**Run 1: track usage over the die**

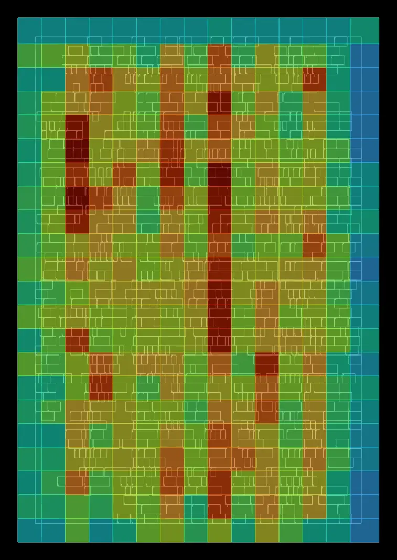
**Run 1: M4 wires**

(2 px per micron) Supply wires on this layer in grey.
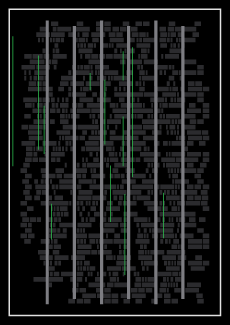
**Run 1: met3 routing**

(4 px per micron)
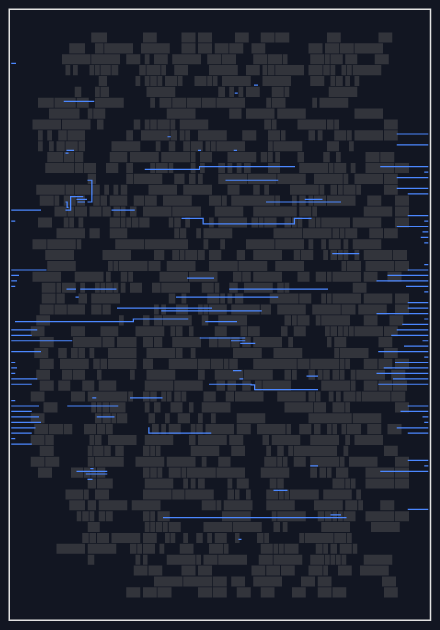
**config.mk**
```make
export PLATFORM = sky130hd
export DESIGN_NAME = trojan_leak_lfsr_gen
export DESIGN_NICKNAME = d
export VERILOG_FILES = /design/src/rtl/trojan_leak_lfsr_gen_pkg.sv /design/src/rtl/trojan_leak_lfsr_gen_lfsr.sv /design/src/rtl/trojan_leak_lfsr_gen.sv
export SDC_FILE = /design/constraint.sdc
export NUM_CORES = 1
export LEC_CHECK = 0
export CAP_MARGIN = 5
export CORE_ASPECT_RATIO = 1.5
export CORE_MARGIN = 5
export CORE_UTILIZATION = 47
export CTS_BUF_LIST = sky130_fd_sc_hd__clkbuf_2
export DETAILED_ROUTE_END_ITERATION = 16
export PLACE_DENSITY_LB_ADDON = 0.08
export SYNTH_ARGS = -nofsm -noshare
export SYNTH_HDL_FRONTEND = slang
export SYNTH_SLANG_ARGS = --single-unit
```
**constraint.sdc**
```tcl
create_clock -name clk -period 4.29 [get_ports clk]
set_input_delay 0.6435 -clock clk [delete_from_list [all_inputs] [get_ports clk]]
set_output_delay 0.6435 -clock clk [all_outputs]
set_load 0.02 [all_outputs]
```
**src/rtl/trojan_leak_lfsr_gen_pkg.sv**
```systemverilog
// ----------------------------------------------------------------------------
// trojan_pkg
// Shared definitions for the trojan_leak_lfsr_gen benchmark block:
//   - state_e    : leak controller state (IDLE / ARMED / LEAK), 2-bit encoded
//   - lfsr_next  : one Fibonacci shift-left step for an LFSR of up to 32 bits
// ----------------------------------------------------------------------------
package trojan_pkg;

    typedef enum logic [1:0] {
        IDLE  = 2'd0,
        ARMED = 2'd1,
        LEAK  = 2'd2
    } state_e;

    // Fibonacci step: the parity of the tapped bits enters at bit 0 while the
    // register shifts left. Bits at or above 'width' are forced to zero so one
    // function serves every LFSR width up to 32.
    function automatic logic [31:0] lfsr_next(
        input logic [31:0] value,
        input logic [31:0] taps,
        input int unsigned width
    );
        logic [31:0] wmask;
        logic        fb;
        wmask = (width >= 32) ? 32'hFFFF_FFFF : ((32'd1 << width) - 32'd1);
        fb    = ^(value & taps & wmask);
        return ((value << 1) | {31'd0, fb}) & wmask;
    endfunction

endpackage

```
**src/rtl/trojan_leak_lfsr_gen_lfsr.sv**
```systemverilog
// ----------------------------------------------------------------------------
// trojan_lfsr
// Free-running Fibonacci LFSR that produces the key mask. It advances on every
// clock edge and reloads its seed whenever it is found at zero (lock-up
// escape). The mask is the current register value replicated REP times.
//
// Ports:
//   clk    in   single clock, posedge
//   rst_n  in   synchronous active-low reset (loads LFSR_SEED)
//   mask   out  {REP{lfsr}}, the pre-advance LFSR value replicated
// ----------------------------------------------------------------------------
module trojan_lfsr
    import trojan_pkg::*;
#(
    parameter int unsigned       LFSR_W    = 16,
    parameter logic [LFSR_W-1:0] LFSR_SEED = 16'hDEAD,
    parameter logic [LFSR_W-1:0] LFSR_TAPS = 16'hB400,
    parameter int unsigned       REP       = 4
) (
    input  logic                    clk,
    input  logic                    rst_n,
    output logic [LFSR_W*REP-1:0]   mask
);

    logic [LFSR_W-1:0] lfsr_q;
    logic [LFSR_W-1:0] lfsr_d;
    logic [31:0]       step;

    always_comb begin
        // NOTE: every signal driven here gets a value on every path, so no latch is inferred.
        step   = lfsr_next(32'(lfsr_q), 32'(LFSR_TAPS), LFSR_W);
        lfsr_d = step[LFSR_W-1:0];
        if (lfsr_q == '0) begin
            lfsr_d = LFSR_SEED;
        end
    end

    always_ff @(posedge clk) begin
        // NOTE: state registers use non-blocking assignments so every flop samples pre-edge values.
        if (!rst_n) begin
            lfsr_q <= LFSR_SEED;
        end else begin
            lfsr_q <= lfsr_d;
        end
    end

    assign mask = {REP{lfsr_q}};

endmodule

```
**src/rtl/trojan_leak_lfsr_gen.sv**
```systemverilog
// ----------------------------------------------------------------------------
// trojan_leak_lfsr_gen
// Trigger-armed key leak benchmark. In IDLE it counts consecutive matches of
// TRIG_PATTERN on the side-band bus (valid-qualified; a mismatch restarts the
// count, an invalid cycle holds it). After TRIG_HITS matches it spends one
// ARMED cycle snapshotting the key and loading the burst length, then LEAKs
// key_snap ^ mask for LEAK_LEN cycles and returns to IDLE.
//
// Ports:
//   clk         in   single clock, posedge
//   rst_n       in   synchronous active-low reset
//   trig_valid  in   qualifies trig_data
//   trig_data   in   [TRIG_W] side-band trigger bus
//   key         in   [KEY_W]  secret key
//   leak        out  [KEY_W]  masked key during the burst, else 0 (registered)
//   leak_valid  out  high exactly during burst cycles (registered)
//   active      out  high whenever the state is not IDLE
// ----------------------------------------------------------------------------
module trojan_leak_lfsr_gen
    import trojan_pkg::*;
#(
    parameter int unsigned       KEY_W        = 64,
    parameter int unsigned       LFSR_W       = 16,
    parameter logic [31:0]       LFSR_SEED    = 32'h0000_DEAD,
    parameter logic [31:0]       LFSR_TAPS    = 32'h0000_B400,
    parameter int unsigned       TRIG_W       = 8,
    parameter logic [TRIG_W-1:0] TRIG_PATTERN = 8'hA5,
    parameter int unsigned       TRIG_HITS    = 3,
    parameter int unsigned       LEAK_LEN     = 32
) (
    input  logic              clk,
    input  logic              rst_n,
    input  logic              trig_valid,
    input  logic [TRIG_W-1:0] trig_data,
    input  logic [KEY_W-1:0]  key,
    output logic [KEY_W-1:0]  leak,
    output logic              leak_valid,
    output logic              active
);

    localparam int unsigned REP      = KEY_W / LFSR_W;
    localparam logic [7:0]  HITS     = 8'(TRIG_HITS);
    localparam logic [15:0] LEN_INIT = 16'(LEAK_LEN - 1);

    logic [KEY_W-1:0] mask;

    trojan_lfsr #(
        .LFSR_W    (LFSR_W),
        .LFSR_SEED (LFSR_SEED[LFSR_W-1:0]),
        .LFSR_TAPS (LFSR_TAPS[LFSR_W-1:0]),
        .REP       (REP)
    ) u_lfsr (
        .clk   (clk),
        .rst_n (rst_n),
        .mask  (mask)
    );

    state_e           state_q,      state_d;
    logic [7:0]       hit_cnt_q,    hit_cnt_d;
    logic [15:0]      len_cnt_q,    len_cnt_d;
    logic [KEY_W-1:0] key_snap_q,   key_snap_d;
    logic [KEY_W-1:0] leak_q,       leak_d;
    logic             leak_valid_q, leak_valid_d;
    logic [7:0]       hit_inc;

    assign hit_inc = hit_cnt_q + 8'd1;

    always_comb begin
        state_d      = state_q;
        hit_cnt_d    = hit_cnt_q;
        len_cnt_d    = len_cnt_q;
        key_snap_d   = key_snap_q;
        leak_d       = '0;
        leak_valid_d = 1'b0;

        unique case (state_q)
            IDLE: begin
                if (trig_valid) begin
                    if (trig_data == TRIG_PATTERN) begin
                        if (hit_inc == HITS) begin
                            state_d   = ARMED;
                            hit_cnt_d = '0;
                        end else begin
                            hit_cnt_d = hit_inc;
                        end
                    end else begin
                        hit_cnt_d = '0;
                    end
                end
            end

            ARMED: begin
                key_snap_d = key;
                len_cnt_d  = LEN_INIT;
                state_d    = LEAK;
            end

            LEAK: begin
                // Triggers are ignored here, including on the exit cycle.
                leak_d       = key_snap_q ^ mask;
                leak_valid_d = 1'b1;
                hit_cnt_d    = '0;
                if (len_cnt_q == '0) begin
                    state_d = IDLE;
                end else begin
                    len_cnt_d = len_cnt_q - 16'd1;
                end
            end

            default: begin
                state_d = IDLE;
            end
        endcase
    end

    always_ff @(posedge clk) begin
        if (!rst_n) begin
            state_q      <= IDLE;
            hit_cnt_q    <= '0;
            len_cnt_q    <= '0;
            // NOTE: key_snap holds secret data, so it is explicitly cleared on reset rather than left stale.
            key_snap_q   <= '0;
            leak_q       <= '0;
            leak_valid_q <= 1'b0;
        end else begin
            state_q      <= state_d;
            hit_cnt_q    <= hit_cnt_d;
            len_cnt_q    <= len_cnt_d;
            key_snap_q   <= key_snap_d;
            leak_q       <= leak_d;
            leak_valid_q <= leak_valid_d;
        end
    end

    assign leak       = leak_q;
    assign leak_valid = leak_valid_q;
    assign active     = (state_q != IDLE);

endmodule

```
==> COMMIT_EDITMSG, run 1 <==
Record implementation results from latest flow run

* Count of instantiated cells in the yosys netlist: 709
- The die is 152 microns tall.
- The final max-slew violation count recorded for this run is 0.
- Net switching component of the power: 0.000609 W
- Post-synthesis area per instance: 8.96 sq um
- Post-cts gate resize count: 0
- Share of cell area taken by flip-flops and latches: 42.3%
- In this run the static leakage power is 2.81 nW.
- Number of port buffers: 140
- Area of the mapped netlist: 6350 sq um
* Detailed placer's ending HPWL: 11.0 mm
- Among all flip-flop cells after synthesis, the most frequent one is sky130_fd_sc_hd__dfxtp_1.
- Pre-Place Util: 47.4%
* Vias in the first global route: 4957
* Final number of setup-violating endpoints: 0
* Final setup slack of the worst path: 1.71 ns
- WHS: 0.462 ns
- Chip area: 16000 sq um
- Summing the areas of all and, or, nand and nor instances in the mapped netlist gives 21.3% of the synthesized area.
- On the worst setup and hold paths after CTS, the clock-pin slew comes to 0.24 ns.
* Proportion of register bits with asynchronous set or reset after synthesis: 0%
- The clock passes through at most 2 buffers.
* Worst skew pair latency: 0.69 ns
- Number of buffers inserted during clock tree synthesis: 17
- For this design the top-level I/O count stands at 141.
- Before CTS, the worst setup slack after placement is 1.51 ns.
- Per the placement report, the placed cell count is 961.
* X dimension of the die: 105 microns
- Invs w/o clock: 9
- Number of flops mapped to enable cells by yosys: 0
- Signal buf overhead: 17.7%
* Number of synthesized register bits: 171
* Top cell class by occupied area: flip-flops and latches
* Power density over cell area: 345 nW/um^2
- Wire length per cell after detailed routing: 15.8 microns
- The worst setup path is launched from a flop.
* And-or/or-and share of the synthesized area: 9.20%
- After clock tree synthesis, the flow added hold-fix buffers numbering 0.
- Transition time at the pin with the least slew margin: 0.949 ns
* Req. time, crit path: 3.65 ns
* Master of the slowest instance on the critical path: sky130_fd_sc_hd__clkdlybuf4s50_1
- Sequence of cells on the critical path: or2_2 -> clkdlybuf4s50_1
- Storage element area: 3420 sq um
- In this run the worst hold path is classified as input port to flop.
- The worst VDD IR drop from the latest analysis is 0.180 mV.
* Power drawn by the combinational cells: 0.000136 W
* Well-Tap Cells: 162
- The synthesized netlist handed to floorplanning was reported with a cell count of 709.
- Share of the clock period used by the worst path: 60.1%
- Power share of the sequential group: 58.6%
* Antenna violations before repair: 1
- The total area inside the core boundary comes to 13400 sq um.
- The run finished with clean final reports.
* Floorplan row count: 52
- RePlAce Congestion: 0.817
- Along the critical path, the tally of buffer and inverter instances is 1.
* DRT iter0 DRCs: 206
* Flip-flops: 171
- The final power report lists total power as 0.00280 W.
* Remaining routing DRC violations: 0
- Relative slew slack: 35.9%
* CP delay by family, top: buffers and inverters
* DR vias/cell: 5.09
* Maxcap violations: 0
- The flow measured a signed area growth from synthesis to layout of 27.5%.
- Dominant logic cell types in the final layout: sky130_fd_sc_hd__dfxtp_1 (171), sky130_fd_sc_hd__clkdlybuf4s50_1 (140), sky130_fd_sc_hd__nand2_1 (137)
- Drt first pass iters: 4
- After layout, the buffer instance count without clock buffers stands at 144.
- 475 cells are multi-input combinational gates.
- Per the breakdown, switching nets consume 21.8% of all power.
* Diode insertion count for antenna repair: 1
- Setup repair after global routing missed its margin: no
* Post-CTS repair timing setup buffer count: 0
- Pin count of the biggest net entering global routing: 58
* Yosys stat area: 6350 sq um
* Logic area: 2690 sq um
- TritonCTS sink count: 171
* Post-synth cell types: 58
- In the final timing run, aggregate negative setup slack is 0 ns.
- The report shows a maximum critical-path fanout of 6.
- Seq share, synth: 53.9%
- The H-tree was split into 4 levels.
- For this run, the number of Yosys warnings is 0.
* Area of all placed cells without fillers: 8100 sq um
- Achievable frequency: 0.388 GHz
- Per the GRT congestion report, total overflow comes to 0.
- Tool warnings: 28
- After layout, the clock buffer instance count stands at 18.
- Combinational cells account for 4.9% of the total power.
- The finished layout holds 993 standard cells, fillers aside.
- Share of final layout cell area taken by clock buffers and inverters: 3.86%
* Residual antenna-violating net count after detailed routing: 0
- Multi-input logic gates represent a cell area share of 33.2%.
* Root buffer selected by CTS: sky130_fd_sc_hd__clkbuf_2
* Number of endpoints with negative hold slack in the final report: 0
- Among all stages on the critical path, the maximum delay recorded is 0.54 ns.
- The clock network consumes a total of 0.00102 W.
- Post-layout utilization of the core: 60.4%
- Cell-internal power: 0.00219 W
- Largest combinational cell category by area: simple AND/OR/NAND/NOR gates
- Across the routed clock network, the largest skew measured is 0.0328 ns.
- The layout summary lists the proportion of cells stronger than drive strength 1 as 6.87%.
- The flow reports that the clock network draws 36.6% of the design power.
- Yosys xor share: 9.79%
* Sequential power: 0.00164 W
* Most common cell after layout, fill and taps aside: sky130_fd_sc_hd__dfxtp_1
- CP endpoint kind: output port
* Type of the worst setup path: flop to output port
* Final period demand of the worst path: 2.58 ns
* Final layout net count: 898
- Instance area at placement: 7780 sq um
- Synth Area in Adders: 0.985%
* Multiplexer share: 0.867%
- TritonCTS clock tree: built
* Biggest consumer: sequential cells
* Fill cells: 1180
- The first global-routing pass estimated 24.9 mm of wire.
* Data arrival time of the critical path: 1.93 ns
* Post-Syn Nets: 789
## Picture notes: 'track usage over the die'
Overall Global Routing Usage: 19.4%
GRT met1 Usage: 22.2%

## Picture notes: 'M4 wires'
longest straight run	64.6 microns
nets with wire on the layer	10
overall routed net length: 15.7 mm
via count: 5054

## Picture notes: 'met3 routing'
longest straight run	45.5 microns
main direction	horizontal
share of all routed wire	5.4%
wire length on this layer	851 microns
nets with wire on the layer	103
met3 Resource Use GR: 4.28%

[run 1: registers in the layout (all words and copies together), names as in the netlist]
register	flops
leak_valid	1
u_lfsr.lfsr_q	16
hit_cnt_q	8
key_snap_q	64
leak	64
state_q	2
len_cnt_q	16
[run 1: worst paths after layout]
| path | end | slack, ns | start | depth (start not counted) |
|---|---|---|---|---|
| max | active | 1.71 | state_q[1] | 2 |
| min reg2reg | key_snap_q[35] | 0.48 | key_snap_q[35] | 2 |
| max reg2reg | u_lfsr.lfsr_q[13] | 2.16 | u_lfsr.lfsr_q[13] | 5 |
| min | key_snap_q[26] | 0.46 | key[26] | 3 |
[run 1: per-layer routing]
layer  track usage, %  share of wire, %  vias to the layer above
met2             34.6                52                      160
met3             4.28               5.4                       28
met1             22.2                40                     2351
li1                 -                 -                     2515
met4             7.50               2.5                        0
met5                0                 0                        -
[run 1: synthesized netlist by cell type (6+ instances only)]
| cell type | instances | area, sq um |
|---|---|---|
| sky130_fd_sc_hd__nor4_1 | 8 | 50.1 |
| sky130_fd_sc_hd__nor2_1 | 85 | 319 |
| sky130_fd_sc_hd__clkbuf_1 | 36 | 135 |
| sky130_fd_sc_hd__and2_1 | 7 | 43.8 |
| sky130_fd_sc_hd__nand3_1 | 6 | 30.0 |
| sky130_fd_sc_hd__nand2_1 | 138 | 518 |
| sky130_fd_sc_hd__o21ai_0 | 6 | 30.0 |
| sky130_fd_sc_hd__nor3_1 | 8 | 40.0 |
| sky130_fd_sc_hd__nand2b_1 | 10 | 62.6 |
| sky130_fd_sc_hd__xnor2_1 | 69 | 604 |
| sky130_fd_sc_hd__buf_1 | 14 | 52.6 |
| sky130_fd_sc_hd__dfxtp_1 | 171 | 3420 |
| sky130_fd_sc_hd__a21oi_1 | 72 | 360 |
| sky130_fd_sc_hd__inv_1 | 9 | 33.8 |
==> run 2: changes to the inputs <==
==> constraint.sdc (replaced) <==
create_clock -name clk -period 2.35 [get_ports clk]
set_input_delay 0.3525 -clock clk [delete_from_list [all_inputs] [get_ports clk]]
set_output_delay 0.3525 -clock clk [all_outputs]
set_load 0.02 [all_outputs]
**Run 2: track usage over the die**

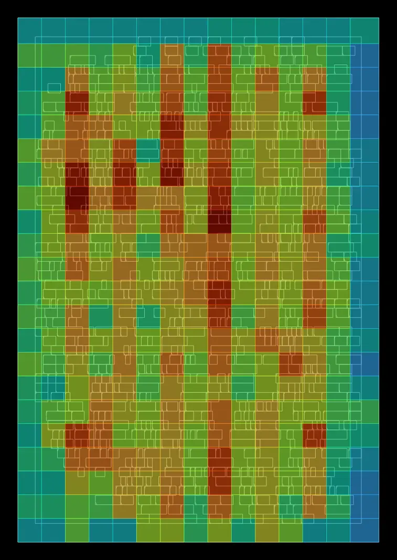
GRT met1 Usage: 23.0%
Overall Global Routing Usage: 20.0%
peak-usage layer in the global routing report: met2
post-layout utilization of the core: 60.6%

**Run 2: M1 wires**

(3 px per micron) Supply wires on this layer in grey.
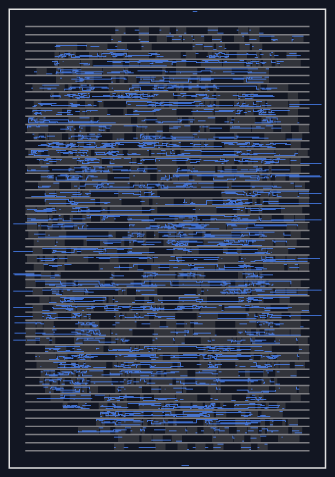
wire length on this layer	6280 microns
nets with wire on the layer	816
main direction	horizontal
share of all routed wire	40%
longest straight run	44.6 microns
overall routed net length: 15.8 mm
via count: 5076

==> run 2 against run 1 <==
  * Routed wire length grew 0.71%
  * Combinational power is 92% higher
  * Area after synthesis stayed put
  * Critical path depth did not move
  * Die size unchanged
  * Setup slack worse by 1.4 ns
  * Synthesized cell count is the same
==> COMMIT_EDITMSG, run 2 <==
Record implementation results from latest flow run

* Worst path buffer plus inverter count: 1
- Static Leakage: 2.82 nW
* Floorplan Core Area: 13400 sq um
* Post-route setup TNS: 0 ns
* H-tree depth: 4
- Non-Filler Instances: 1003
- The report lists the power per cell area as 587 nW/um^2.
- Synthesis produced a netlist with a net count of 789.
- Worst setup slack after placement: 0.117 ns
- Data arrives at the worst endpoint at 1.73 ns.
- Of the total power, combinational logic draws 5.5%.
- Maxcap violations: 0
- Counting the fill cells in the layout gives 1198.
- Post-CTS repair timing setup buffer count: 0
- Chip area: 16000 sq um
- Across all checked pins, the minimum headroom to the slew limit is 62.7%.
* Pre-Place Util: 47.4%
- Post-CTS Hold Fix Bufs: 0
- The run finished with clean final reports.
* Wire length per cell after detailed routing: 15.7 microns
* Storage element area: 3420 sq um
- The number of antenna violations at the first check in global routing came to 1.
* Residual antenna-violating net count after detailed routing: 0
- Area of all placed cells without fillers: 8120 sq um
- Across the routed clock network, the largest skew measured is 0.0429 ns.
* Remaining routing DRC violations: 0
- The top cell type in the final layout, fill and taps aside, is sky130_fd_sc_hd__dfxtp_1.
- Synthesis instantiated 58 different standard cells from the library.
* Number of flops mapped to enable cells by yosys: 0
* Pin count of the biggest net entering global routing: 71
- Broken down by cell family, the worst path's largest delay share belongs to flip-flops.
- The clock drives 171 sinks.
- Row generation in the floorplan step produced 52 rows.
- Clock-pin slew of the registers on the worst-case setup and hold paths: 0.26 ns
- On the critical path, the stage with the largest delay is an instance of sky130_fd_sc_hd__dfxtp_1.
- Between the synthesized netlist and the finished layout, the area growth was recorded as 27.9%.
- The worst path uses 88.6% of the clock period.
* Post-synthesis area per instance: 8.96 sq um
- The script logs the ratio of routed vias to standard cells as 5.06.
- CP endpoint kind: output port
* VDD IR-drop max: 0.289 mV
- The cell sequence reported for the critical path is or2_2 -> dlygate4sd2_1.
- Of the total power, the clock network draws 31.9%.
* Highest cell delay on the worst timing path: 0.43 ns
- Logic area: 2690 sq um
- Number of port buffers: 140
- Synthesis produced 709 cells.
* Power drawn by the combinational cells: 0.000261 W
- The transition time recorded at the tightest slew-check pin is 0.559 ns.
* WHS: 0.165 ns
- Height of the die: 152 microns
- Cell-internal power: 0.00360 W
- Proportion of layout cells with a drive suffix above 1: 7.98%
- Worst Path Max Fanout: 6
- Counting pins that exceed their max-slew limit in the final report gives 0.
- For this run, the number of Yosys warnings is 0.
- The number of gates resized after CTS was 1.
- The first TritonRoute pass finished after 4 iterations.
* Number of synthesized register bits: 171
- The library cells used most frequently in the layout, excluding fill and tap cells, are sky130_fd_sc_hd__dfxtp_1 (171), sky130_fd_sc_hd__clkdlybuf4s50_1 (139), sky130_fd_sc_hd__nand2_1 (137).
- For this run, the top clock speed supported by timing is 0.480 GHz.
* Area of the mapped netlist: 6350 sq um
- DRT iter0 DRCs: 227
* Power dissipated in the clock network: 0.00152 W
- Number of endpoints with negative hold slack in the final report: 0
- The switching portion of total power comes to 24.5%.
* Main flop type: sky130_fd_sc_hd__dfxtp_1
- Tool warnings: 28
- Count of instantiated cells in the yosys netlist: 709
- TritonCTS clock tree: built
- Remaining global-route overflow: 0
* Kind of start point of the critical path: flop
* Worst skew pair latency: 0.69 ns
- The post-placement cell area is 7880 sq um.
- Checking hold timing, the worst path is listed with class input port to flop.
- Max clock buf depth: 2
* Sequential power: 0.00299 W
- Power share of the sequential group: 62.6%
- The via count of the first global-routing pass was 5011.
- The first global-routing pass estimated 25.8 mm of wire.
- According to the finish report, the design has a final net count of 907.
* Seq share, synth: 53.9%
- Cell with the most instances after synthesis: sky130_fd_sc_hd__dfxtp_1
- Final number of setup-violating endpoints: 0
* Most numerous cell types in the synthesized netlist: sky130_fd_sc_hd__dfxtp_1 (171), sky130_fd_sc_hd__nand2_1 (138), sky130_fd_sc_hd__nor2_1 (85), sky130_fd_sc_hd__a21oi_1 (72), sky130_fd_sc_hd__xnor2_1 (69)
- CTS added clock buffers totalling 17.
* Setup repair after global routing missed its margin: no
* Yosys stat area: 6350 sq um
- Req. time, crit path: 2.00 ns
- Looking at the setup timing report, the critical path kind is flop to output port.
- Of all cell types, the one taking the most synthesized area is sky130_fd_sc_hd__dfxtp_1.
- Per the synth stats, the proportion of register bits with asynchronous set or reset is 0%.
- Biggest consumer: sequential cells
* Final period demand of the worst path: 2.08 ns
- Total placed cells including tap cells: 970
- Final setup slack of the worst path: 0.268 ns
- Clock tree synthesis selected as its root buffer the cell sky130_fd_sc_hd__clkbuf_2.
- The floorplan report gives the top-level pin count as 141.
- Detailed placement finished with a half-perimeter wire length of 11.2 mm.
- Yosys reports that the leading cell type by area covers 53.9% of the netlist area.
* Total Power: 0.00477 W
- At the end of routability-driven placement, the weighted congestion stood at 0.810.
- Synth area leaders: sky130_fd_sc_hd__dfxtp_1 (54%), sky130_fd_sc_hd__xnor2_1 (9.5%), sky130_fd_sc_hd__nand2_1 (8.2%)
* Net switching component of the power: 0.00117 W
- X dimension of the die: 105 microns
run 2: cell types whose count changed in the layout (fill, tap and decap cells not counted):
cell	before	now
sky130_fd_sc_hd__clkinv_4	0	3
sky130_fd_sc_hd__clkdlybuf4s50_1	140	139
sky130_fd_sc_hd__clkinv_2	3	1
sky130_fd_sc_hd__dlygate4sd2_1	0	1
sky130_fd_sc_hd__inv_6	1	5
sky130_fd_sc_hd__clkbuf_2	18	17
sky130_fd_sc_hd__buf_12	0	2
sky130_fd_sc_hd__bufinv_16	6	2
sky130_fd_sc_hd__buf_4	4	11
sky130_fd_sc_hd__clkinvlp_4	2	3
run 2: layout make-up:
cell class                 instances  area share, %
sequential                       171           42.1
multi-input combinational        475           33.1
timing repair buffer             153           18.7
tap                              162           2.50
clock inverter                    15           1.99
clock buffer                      17           1.05
inverter                           9          0.416
antenna                            1         0.0308
run 2: cell families (layout without fill, tap and decap cells):
group,count (synthesis),after routing,synth area share (%)
adder cells (fa/ha/maj),5,5,0.985
other,0,1,0
AND/OR/NAND/NOR,296,296,21.3
XOR/XNOR,71,71,9.79
flip-flops,171,171,53.9
multiplexers,5,5,0.867
AND-OR/OR-AND,98,98,9.20
buffers and inverters,63,194,3.94
run 2: worst paths after layout:
kind	start	endpoint	slack (ns)	cells past startpoint
worst max register to register	len_cnt_q[0]	len_cnt_q[10]	0.28	7
worst min-delay path	key[57]	key_snap_q[57]	0.16	3
worst min register to register	key_snap_q[62]	key_snap_q[62]	0.48	2
worst max-delay path	state_q[1]	active	0.27	2
run 2: routing by layer:
layer  global-route usage, %  wire [microns]
met5                       0               0
met4                    6.89             241
met3                    4.96             850
met2                    35.6            8400
met1                    23.0            6280
==> run 3: changes to the inputs <==
--- a/config.mk
+++ b/config.mk
@@ -7,7 +7,7 @@
 export LEC_CHECK = 0
 export CAP_MARGIN = 5
 export CORE_ASPECT_RATIO = 1.5
-export CORE_MARGIN = 5
+export CORE_MARGIN = 3
 export CORE_UTILIZATION = 47
 export CTS_BUF_LIST = sky130_fd_sc_hd__clkbuf_2
 export DETAILED_ROUTE_END_ITERATION = 16
**Run 3: met3 routing**

(4 px per micron)
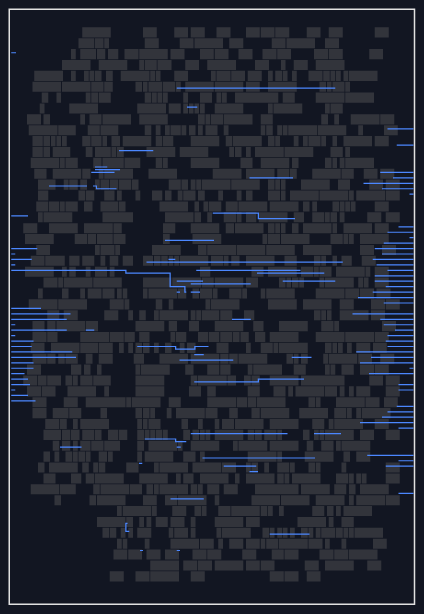
share of all routed wire	6.0%
longest straight run	48.8 microns
wire length on this layer	948 microns
nets with wire on the layer	93
via count: 5049
met3 Resource Use GR: 5.16%
overall routed net length: 15.7 mm

**Run 3: M4 wires**

(2 px per micron) Supply wires on this layer in grey.
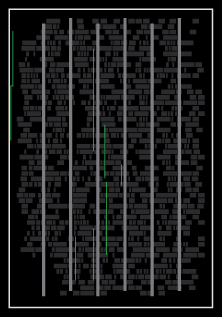
nets with wire on the layer	7
longest straight run	51.0 microns
main direction	vertical

==> run 3 against run 2 <==
  * Clock-buffer cell count unchanged
  * Clock skew increased by 0.0049 ns
  * Highest routed layer unchanged
  * Critical path type unchanged
  * Sequential power about the same
  * Largest power group unchanged
  * Area after synthesis unchanged
==> COMMIT_EDITMSG, run 3 <==
Record implementation results from latest flow run

- Status: finished, final reports clean
- Per the detail_route log, the uppermost layer with routed signals is met4.
- After detailed routing, the met3 layer carries 947 microns of wire.
- Part of the power in the clock network: 32.7%
- TritonCTS clock tree: built
* Tool warnings: 28
* Floorplan row count: 51
- Yosys reported a register bit count of 171.
- DRT iter0 DRCs: 155
- Per the synthesis report, the adder-cell share of the synthesized area is 0.985%.
* Proportion of register bits with asynchronous set or reset after synthesis: 0%
* Post-CTS repair timing setup buffer count: 0
* Remaining routing DRC violations: 0
- Area of all placed cells without fillers: 8200 sq um
* DR vias/cell: 5.01
- Root buffer selected by CTS: sky130_fd_sc_hd__clkbuf_2
- Clock-pin slew of the registers on the worst-case setup and hold paths: 0.25 ns
* Number of endpoints with negative hold slack in the final report: 0
- Post-synthesis area per instance: 8.96 sq um
- Gates resized during post-CTS repair numbered 1.
* Share of the clock period used by the worst path: 87.6%
- The worst setup path is launched from a flop.
- Counting pins that exceed their max-slew limit in the final report gives 0.
- Combinational logic burns 5.8% of the power.
- Wire length per cell after detailed routing: 15.6 microns
- 141 I/O pins were placed.
- X dimension of the die: 101 microns
- Post-layout utilization of the core: 62.6%
* Type of the worst setup path: flop to output port
- CP endpoint kind: output port
- Per the timing report, the biggest fanout along the worst path comes to 6.
* Met1 routed wirelength after detailed routing: 6.17 mm
- The H-tree was split into 4 levels.
- Clk_skew: 0.0478 ns
- Multiplexer share: 0.867%
* Post-CTS Hold Fix Bufs: 0
- Final setup slack of the worst path: 0.292 ns
- The leakage component of the power was reported as 2.86 nW.
* Data arrival time of the critical path: 1.71 ns
- Across the VDD grid, the largest voltage drop is 0.274 mV.
- Measured against its own limit, the worst slew margin works out to 58.1%.
- Simple-gate area share of the yosys netlist: 21.3%
- The first detailed-routing pass took 4 iterations.
* Number of flops mapped to enable cells by yosys: 0
- According to the floorplan report, the die height is 148 microns.
* Routed wl met2: 8.35 mm
* Overall Global Routing Usage: 21.2%
- Most numerous cell types in the synthesized netlist: sky130_fd_sc_hd__dfxtp_1 (171), sky130_fd_sc_hd__nand2_1 (138), sky130_fd_sc_hd__nor2_1 (85), sky130_fd_sc_hd__a21oi_1 (72), sky130_fd_sc_hd__xnor2_1 (69)
- CTS reports a maximum clock tree buffer depth of 2.
- For the worst setup path, the data required time is 2.00 ns.
* Yosys stat area: 6350 sq um
* Main flop type: sky130_fd_sc_hd__dfxtp_1
* And-or/or-and share of the synthesized area: 9.20%
- The detail route stage leaves a number of antenna-violating nets equal to 0.
- Floorplan Core Area: 13100 sq um
- Post-route setup TNS: 0 ns
* Count of instantiated cells in the yosys netlist: 709
- Once placement finished, the instance area stood at 7940 sq um.
- At the placement stage, the worst setup path has a slack of 0.0565 ns.
- Per the post-synthesis report, the number of cells in the design is 709.
* Total placed cells including tap cells: 976
* Antenna violations before repair: 1
* WHS: 0.174 ns
* Transition time at the pin with the least slew margin: 0.627 ns
- Post-Syn Nets: 789
- Per Yosys stat, the portion of area used by sequential elements is 53.9%.
- Looking at the global route congestion table, the highest-usage layer is met2.
- Met2 Resource Use GR: 38.2%
* Vias in the first global route: 5032
* Synth area leaders: sky130_fd_sc_hd__dfxtp_1 (54%), sky130_fd_sc_hd__xnor2_1 (9.5%), sky130_fd_sc_hd__nand2_1 (8.2%)
- The first global-routing pass estimated 24.7 mm of wire.
- The synthesis run identifies the leading combinational cell family as simple AND/OR/NAND/NOR gates.
* Number of port buffers: 140
- Pin count of the biggest net entering global routing: 45
- Per the synthesis report, the XOR/XNOR share of the synthesized area is 9.79%.
- Power share of the sequential group: 61.5%
- For this run, the number of Yosys warnings is 0.
- Power density over cell area: 589 nW/um^2
* Net switching component of the power: 0.00114 W
- Setup repair after global routing missed its margin: no
- The internal power of the cells totals 0.00369 W.
* Area leader share: 53.9%
- Area of the mapped netlist: 6350 sq um
- Chip area: 15000 sq um
* Total Power: 0.00483 W
- Maxcap violations: 0
- Achievable frequency: 0.486 GHz
* Number of buffers inserted during clock tree synthesis: 17
- The library cells used most frequently in the layout, excluding fill and tap cells, are sky130_fd_sc_hd__dfxtp_1 (171), sky130_fd_sc_hd__clkdlybuf4s50_1 (139), sky130_fd_sc_hd__nand2_1 (137).
* Most common cell after layout, fill and taps aside: sky130_fd_sc_hd__dfxtp_1
* Post-synth cell types: 58
- For this run, the number of standard cells in the final layout without fillers is 1008.
* Worst skew pair latency: 0.68 ns
- Switching portion of total power: 23.5%
- The worst path needs 2.06 ns of the cycle, external delays included.
* Detailed placer's ending HPWL: 11.3 mm
- GRT met1 Usage: 24.2%
- TritonCTS sink count: 171
- The biggest area contributor in the post-synthesis netlist is sky130_fd_sc_hd__dfxtp_1.
- In the final design database the tool counted 916 nets.
- Relative to the synthesized area, the layout overhead comes to 29.0%.
- The synthesis stats list as the most numerous cell sky130_fd_sc_hd__dfxtp_1.
- Final number of setup-violating endpoints: 0
* RePlAce Congestion: 0.841
- Pre-Place Util: 48.6%
* HP Class: input port to flop
- Remaining global-route overflow: 0
* Proportion of layout cells with a drive suffix above 1: 8.73%
[run 3: netlist changes by cell type in the layout (fill, tap and decap cells not counted), sizes merged]
cell      previous run  this run
buf                 13        22
clkinv               5         3
inv                 14        12
clkinvlp             3         5
bufinv               2         3
[run 3: logic make-up after synthesis]
kind of cell / after synthesis
xor+xnor: 71
mux: 5
flops: 171
fa+ha+maj: 5
simple gates: 296
buf+inv: 63
compound gates: 98
[run 3: critical path, stage by stage (launching register included)]
cell                            delay, ns
sky130_fd_sc_hd__dfxtp_1             0.42
sky130_fd_sc_hd__or2_2               0.31
sky130_fd_sc_hd__dlygate4sd2_1       0.32
[run 3: path summary, 6_finish.rpt]
kind                    endpoint           start  cells past startpoint  slack [ns]
setup / recovery          active      state_q[0]                      2        0.29
hold reg to reg   key_snap_q[38]  key_snap_q[38]                      2        0.48
setup reg to reg    len_cnt_q[3]    len_cnt_q[4]                      6        0.32
hold / removal    key_snap_q[13]         key[13]                      3        0.17
[run 3: power groups by stage]
| stage | combinational (W) | clock, W | sequential, W |
|---|---|---|---|
| floorplan | 0.000142 | 0 | 0.00298 |
| finish | 0.000281 | 0.00158 | 0.00297 |
| detailed placement | 0.000283 | 0 | 0.00303 |
| CTS | 0.000284 | 0.00163 | 0.00297 |
| global placement | 0.000280 | 0 | 0.00303 |
| global route | 0.000303 | 0.00175 | 0.00298 |
[run 3: cell type report]
| class | instances | area [sq um] |
|---|---|---|
| well taps | 159 | 199 |
| repair buffers | 162 | 1590 |
| clock inverters | 14 | 170 |
| multi-input cells | 475 | 2690 |
| diodes | 1 | 2.50 |
| clock buffers | 17 | 85.1 |
| fillers | 1096 | 4890 |
| flip-flops and latches | 171 | 3420 |
| inverters | 9 | 33.8 |
Power is estimated from default activity; no workload was simulated.
